<file path="src/rtl/stump_mem_if_pkg.sv">
// ---------------------------------------------------------------------------
// stump_mem_if_pkg
// Shared Stump memory-interface definitions: bus FSM state encodings,
// latched access-kind codes and the helper that classifies a new access.
// ---------------------------------------------------------------------------
package stump_mem_if_pkg;

    localparam int unsigned MIF_DW = 16;

    typedef enum logic [1:0] {
        MIF_IDLE = 2'b00,
        MIF_REQ  = 2'b01,
        MIF_DONE = 2'b10
    } mif_state_t;

    typedef enum logic [1:0] {
        KIND_FETCH = 2'b00,
        KIND_LOAD  = 2'b01,
        KIND_STORE = 2'b10
    } mif_kind_t;

    // A store wins over a load when both enables are raised together.
    function automatic mif_kind_t decode_kind(input logic memory,
                                              input logic mem_ren,
                                              input logic mem_wen);
        mif_kind_t kind;
        if (memory && mem_wen) begin
            kind = KIND_STORE;
        end else if (memory && mem_ren) begin
            kind = KIND_LOAD;
        end else begin
            kind = KIND_FETCH;
        end
        return kind;
    endfunction

endpackage

</file>
<file path="src/rtl/stump_mem_timer.sv">
// ---------------------------------------------------------------------------
// stump_mem_timer
// Watchdog for one bus access. Counts enabled cycles since the last clear and
// flags expire on the last permitted cycle (count == TIMEOUT-1).
// Ports: clk, rst (async, active-low), clr (restart count), en (count this
//        cycle), expire (final cycle of the allowed window).
// ---------------------------------------------------------------------------
module stump_mem_timer #(
    parameter int unsigned TIMEOUT = 15
) (
    input  logic clk,
    input  logic rst,
    input  logic clr,
    input  logic en,
    output logic expire
);

    localparam int unsigned CW = $clog2(TIMEOUT + 1);

    logic [CW-1:0] count_r;

    // Wait-cycle counter; the owning FSM leaves REQ on expire, so the count
    // never exceeds TIMEOUT and cannot wrap.
    always_ff @(posedge clk or negedge rst) begin
        if (!rst) begin
            count_r <= '0;
        end else if (clr) begin
            count_r <= '0;
        end else if (en) begin
            count_r <= count_r + CW'(1'b1);
        end else begin
            count_r <= count_r;
        end
    end

    assign expire = (count_r == CW'(TIMEOUT - 1));

endmodule

</file>
<file path="src/rtl/stump_mem_if.sv">
// ---------------------------------------------------------------------------
// stump_mem_if
// Memory-bus interface for the Stump processor. Converts the control unit's
// FETCH/MEMORY strobes into a request/acknowledge bus access with variable
// wait states, stalls the control FSM until the access finishes, and captures
// fetched instructions into ir and loaded data into mdr. A watchdog abandons
// accesses that are never acknowledged and raises the sticky bus_err.
// Ports:
//   clk, rst (async, active-low)
//   fetch, memory, mem_ren, mem_wen, addr, wdata  - from Stump_control
//   stall, ir, mdr, bus_err                       - to the processor
//   bus_req, bus_we, bus_addr, bus_wdata          - registered bus request
//   bus_rdata, bus_ack                            - bus response
// ---------------------------------------------------------------------------
module stump_mem_if
    import stump_mem_if_pkg::*;
#(
    parameter int unsigned TIMEOUT = 15
) (
    input  logic              clk,
    input  logic              rst,
    input  logic              fetch,
    input  logic              memory,
    input  logic              mem_ren,
    input  logic              mem_wen,
    input  logic [MIF_DW-1:0] addr,
    input  logic [MIF_DW-1:0] wdata,
    output logic              stall,
    output logic [MIF_DW-1:0] ir,
    output logic [MIF_DW-1:0] mdr,
    output logic              bus_err,
    output logic              bus_req,
    output logic              bus_we,
    output logic [MIF_DW-1:0] bus_addr,
    output logic [MIF_DW-1:0] bus_wdata,
    input  logic [MIF_DW-1:0] bus_rdata,
    input  logic              bus_ack
);

    mif_state_t state_r;
    mif_state_t next_state_s;
    mif_kind_t  kind_r;

    logic start_s;
    logic launch_s;
    logic in_req_s;
    logic ack_s;
    logic timeout_s;
    logic expire_s;
    logic tmr_en_s;

    assign start_s   = fetch | (memory & (mem_ren | mem_wen));
    assign launch_s  = (state_r == MIF_IDLE) & start_s;
    assign in_req_s  = (state_r == MIF_REQ);
    assign ack_s     = in_req_s & bus_ack;
    // Ack on the final watchdog cycle takes priority over the timeout.
    assign timeout_s = in_req_s & ~bus_ack & expire_s;
    assign tmr_en_s  = in_req_s & ~bus_ack;

    // Reset must release the control FSM even while a start strobe is held.
    assign stall = rst & (launch_s | in_req_s);

    stump_mem_timer #(
        .TIMEOUT (TIMEOUT)
    ) u_timer (
        .clk    (clk),
        .rst    (rst),
        .clr    (launch_s),
        .en     (tmr_en_s),
        .expire (expire_s)
    );

    // Bus FSM state register.
    always_ff @(posedge clk or negedge rst) begin
        if (!rst) begin
            state_r <= MIF_IDLE;
        end else begin
            state_r <= next_state_s;
        end
    end

    // Next-state logic; DONE always returns to IDLE so one idle cycle
    // separates accesses and a lingering start cannot relaunch from DONE.
    always_comb begin
        next_state_s = state_r;
        case (state_r)
            MIF_IDLE: begin
                if (start_s) begin
                    next_state_s = MIF_REQ;
                end else begin
                    next_state_s = MIF_IDLE;
                end
            end
            MIF_REQ: begin
                if (ack_s || timeout_s) begin
                    next_state_s = MIF_DONE;
                end else begin
                    next_state_s = MIF_REQ;
                end
            end
            MIF_DONE: next_state_s = MIF_IDLE;
            default:  next_state_s = MIF_IDLE;
        endcase
    end

    // Bus request registers, latched access kind and capture registers.
    always_ff @(posedge clk or negedge rst) begin
        if (!rst) begin
            bus_req   <= 1'b0;
            bus_we    <= 1'b0;
            bus_addr  <= 16'h0000;
            bus_wdata <= 16'h0000;
            bus_err   <= 1'b0;
            ir        <= 16'h0000;
            mdr       <= 16'h0000;
            kind_r    <= KIND_FETCH;
        end else if (launch_s) begin
            bus_req   <= 1'b1;
            bus_we    <= memory & mem_wen;
            bus_addr  <= addr;
            bus_wdata <= wdata;
            kind_r    <= decode_kind(memory, mem_ren, mem_wen);
        end else if (ack_s) begin
            bus_req <= 1'b0;
            // The kind latched at launch decides the capture, not the
            // strobes currently presented by the control FSM.
            case (kind_r)
                KIND_FETCH: ir  <= bus_rdata;
                KIND_LOAD:  mdr <= bus_rdata;
                KIND_STORE: ir  <= ir;
                default:    ir  <= ir;
            endcase
        end else if (timeout_s) begin
            bus_req <= 1'b0;
            bus_err <= 1'b1;
        end
    end

endmodule

</file>
<file path="config.mk">
export PLATFORM = sky130hd
export DESIGN_NAME = stump_mem_if
export DESIGN_NICKNAME = d
export VERILOG_FILES = /design/src/rtl/stump_mem_if_pkg.sv /design/src/rtl/stump_mem_timer.sv /design/src/rtl/stump_mem_if.sv
export SDC_FILE = /design/constraint.sdc
export NUM_CORES = 1
export LEC_CHECK = 0
export CORE_MARGIN = 2
export CORE_UTILIZATION = 42
export DETAILED_ROUTE_END_ITERATION = 10
export GPL_TIMING_DRIVEN = 0
export HOLD_SLACK_MARGIN = 0.02
export MAX_ROUTING_LAYER = met4
export PLACE_DENSITY_LB_ADDON = 0.15
export SLEW_MARGIN = 20
export SYNTH_ARGS = -nofsm -noshare
export SYNTH_HDL_FRONTEND = slang
export SYNTH_SLANG_ARGS = --single-unit
</file>
<file path="constraint.sdc">
create_clock -name clk -period 2.4 [get_ports clk]
set_input_delay 0.48 -clock clk [delete_from_list [all_inputs] [get_ports clk]]
set_output_delay 0.48 -clock clk [all_outputs]
set_load 0.02 [all_outputs]
</file>
==> notes.md <==
impl run done, here's what came out: outcome=finished clean, Worst Reg-to-Reg Cells=4, pin count of the biggest net entering global routing=41, Synth area leader=dfrtp_1, NumNets Final=376, Setup Buffers After CTS=0, Insertion Delay late pin=340 ps, VDD IR-drop max=about 0.68 mV, number of H-tree levels=3, EDFF count, synth=0, share of cells above drive strength 1=between 20% and 30%, Seq pwr share=34.4%, Setup TNS Final=0 ps, DP HPWL=roughly 4600 um, Synth cell types=28, switching portion of total power=between 30% and 40%, area growth from synthesis to layout=53.71%, Iter 0 DRT Violations=59, Sw Pwr=2135 uW, Sequential Area=approximately 1900 um^2, PD cells=about 1400 nW/um^2, Peak Freq=442.4 MHz, IO buf count=~120, share of the synthesized area in the top cell type=63.09%, clk root buf=clkbuf_8, Lkg Pwr=0.001929 uW, drt drc=0, CP Capture Type=output port, Hold WC Path Type=input port to asynchronous set/reset pin, chip area estimate from yosys synthesis=2935 um^2, maximum buffer depth of the clock tree=2, r2r endpoint=ir[14], Crit Path Category=input port to output port, most numerous cell in the Yosys netlist=dfrtp_1, Hold WS=approximately 90 ps, hold buffers post-CTS=0, number of global-route vias before repair=slightly above 2000, first-pass GRT wire length=9908 um, Slew @ Worst Pin=around 550 ps, Buf+Inv Stages, Crit Path=2
-- through the flow --
stage               setup slack [ps]  area [um^2]  util (%)  cells
CTS                            6.116         4512     66.41    420
global placement               -2499         4277     62.95    403
floorplan                      668.2         2935         -    185
global route                   33.80         4512     66.41    420
finish                         139.7         4512     66.41    420
detailed placement            -236.4         4294     63.20    404
-- registers in the layout, indices dropped and copies added, names as in the netlist, 2 cells and up --
signal / flops
mdr: 16
state_r: 2
ir: 16
bus_addr: 16
bus_wdata: 16
u_timer.count_r: 4
-- worst max-delay path by stage --
stage / startpoint / end / depth (start not counted)
floorplan: bus_we / mdr[10] / 4
global placement: rst / stall / 3
detailed placement: memory / stall / 5
CTS: mem_ren / stall / 5
global route: rst / stall / 4
finish: mem_wen / stall / 5
-- power groups by stage --
stage	Combinational (uW)	Clock, uW	Sequential, uW
final	3060	1050	2160
after global routing	3250	1140	2240
after CTS	3100	1080	2170
after detailed placement	3090	0	2190
after global placement	3060	0	2150
after floorplan	946	0	2860
-- cells in the final DEF (no fill, tap or decap), types with 2 or more instances in the layout --
cell	instances
buf_12	2
bufinv_16	2
or3_1	2
nor2_1	3
o21a_1	2
nand2_1	4
buf_2	5
mux2_4	10
clkinv_2	2
clkdlybuf4s50_1	120
inv_1	4
o21ai_0	4
mux2_2	54
a21oi_1	3
clkbuf_8	10
clkbuf_1	2
nand3_1	2
dfrtp_1	74
ha_1	2
-- layout make-up --
cell class,instances,area share [%]
buffer,8,1.331
clock buffer,11,3.134
clock inverter,5,1.719
inverter,4,0.3328
multi-input combinational,99,22.35
sequential,74,41.04
tap,96,2.662
timing repair buffer,123,27.43
-- cell families (layout without fill, tap and decap cells) --
group                      Yosys count  count (layout)  synth area share, %
adders and majority gates            2               2               0.8524
xor gates and xnor gates             1               1               0.2984
AOI/OAI and AO/OA                   13              13                2.600
buffers and inverters               12             151                2.557
muxes                               65              65                26.17
DFF                                 74              74                63.09
and+or+nand+nor                     18              18                4.433
-- routing by layer --
layer / vias to the layer above / share of wire (%) / global-route usage, %
li1: 919 / - / -
met1: 975 / 42 / 21.22
met2: 83 / 46 / 25.76
met3: 10 / 9.3 / 6.975
met4: 0 / 1.8 / 7.552
met5: - / 0 / -
-- worst register-to-register path, delay by kind of cell, from the launching register on --
family,cells,cell delay [ps]
buf+inv,1,370
flops,1,400
mux,1,370
simple gates,2,660
-- what timing repair did --
action                                  4_1_cts  5_1_grt
gates resized                                 1        1
endpoints found under the setup margin        1        1
cloned                                        0        0
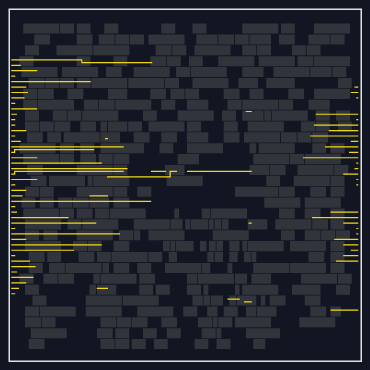
*M3 wires*
Drawn at 4 px/um.
nets with wire on the layer	74
share of all routed wire	9.4%
wire length on this layer	573 um
longest straight run	34.7 um
main direction	horizontal

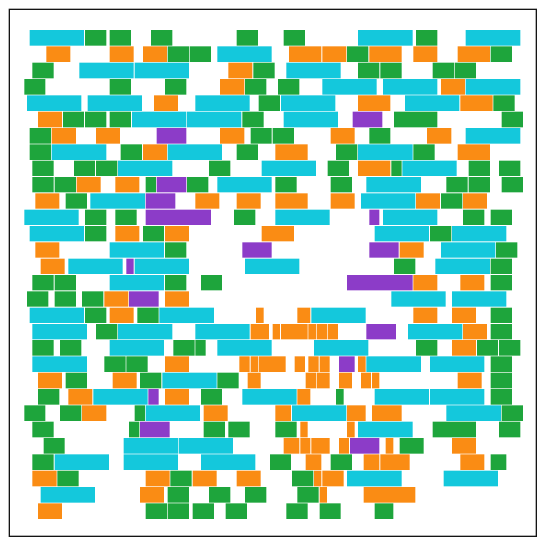
*Cell classes on the final placement*
Drawn at 6 px/um.
color	class	cells
purple	clock drivers and dummy loads	16
cyan	registers	74
green	remaining buffers and delay cells	131
orange	remaining logic cells	103
flop share of the area: 41.04%
row count: 30
Core ar.: 6794 um^2

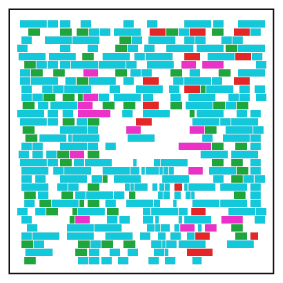
*Cell sizes after repair*
Drawn at 3 px/um.
color	size	cells	most used
red	x3 and x4	15	mux2_4
cyan	x1 and smaller	232	clkdlybuf4s50_1
magenta	x6 and larger	15	clkbuf_8
green	x2	62	mux2_2
Non-clock buffers: 131
design area: 4512 um^2
fin worst setup slack: 139.7 ps

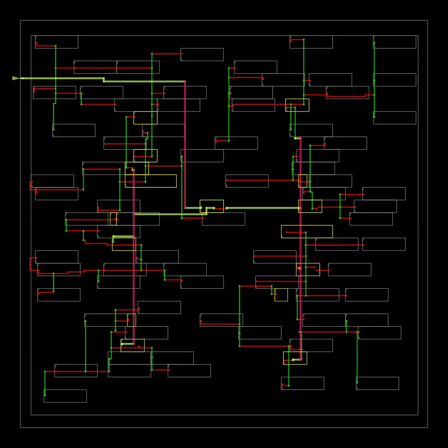
*Clock routing*
count of clock buffers in the final design: 11
CTS buffer count: 9

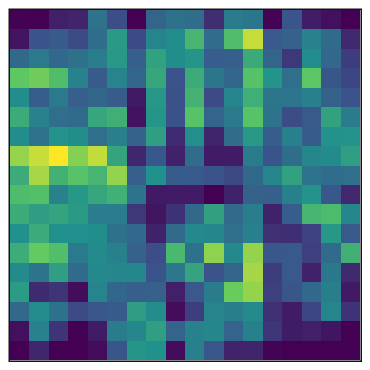
*Wire density map*
Drawn at 4 px/um. The die is cut into 18 by 18 equal tiles; dark purple is low, yellow is high, scaled to the fullest tile. Values are wire area over tile area, all layers added.
tiles over half the peak	24%
nearly empty tiles	4.9%
densest ninth of the die	left middle
fullest tile	0.36
mean over tiles	0.13
total number of vias: 1987
gr usage total: 17.45%
drt total wl: 6127 um
wire per inst: 14.59 um

Power is estimated from default activity; no workload was simulated.
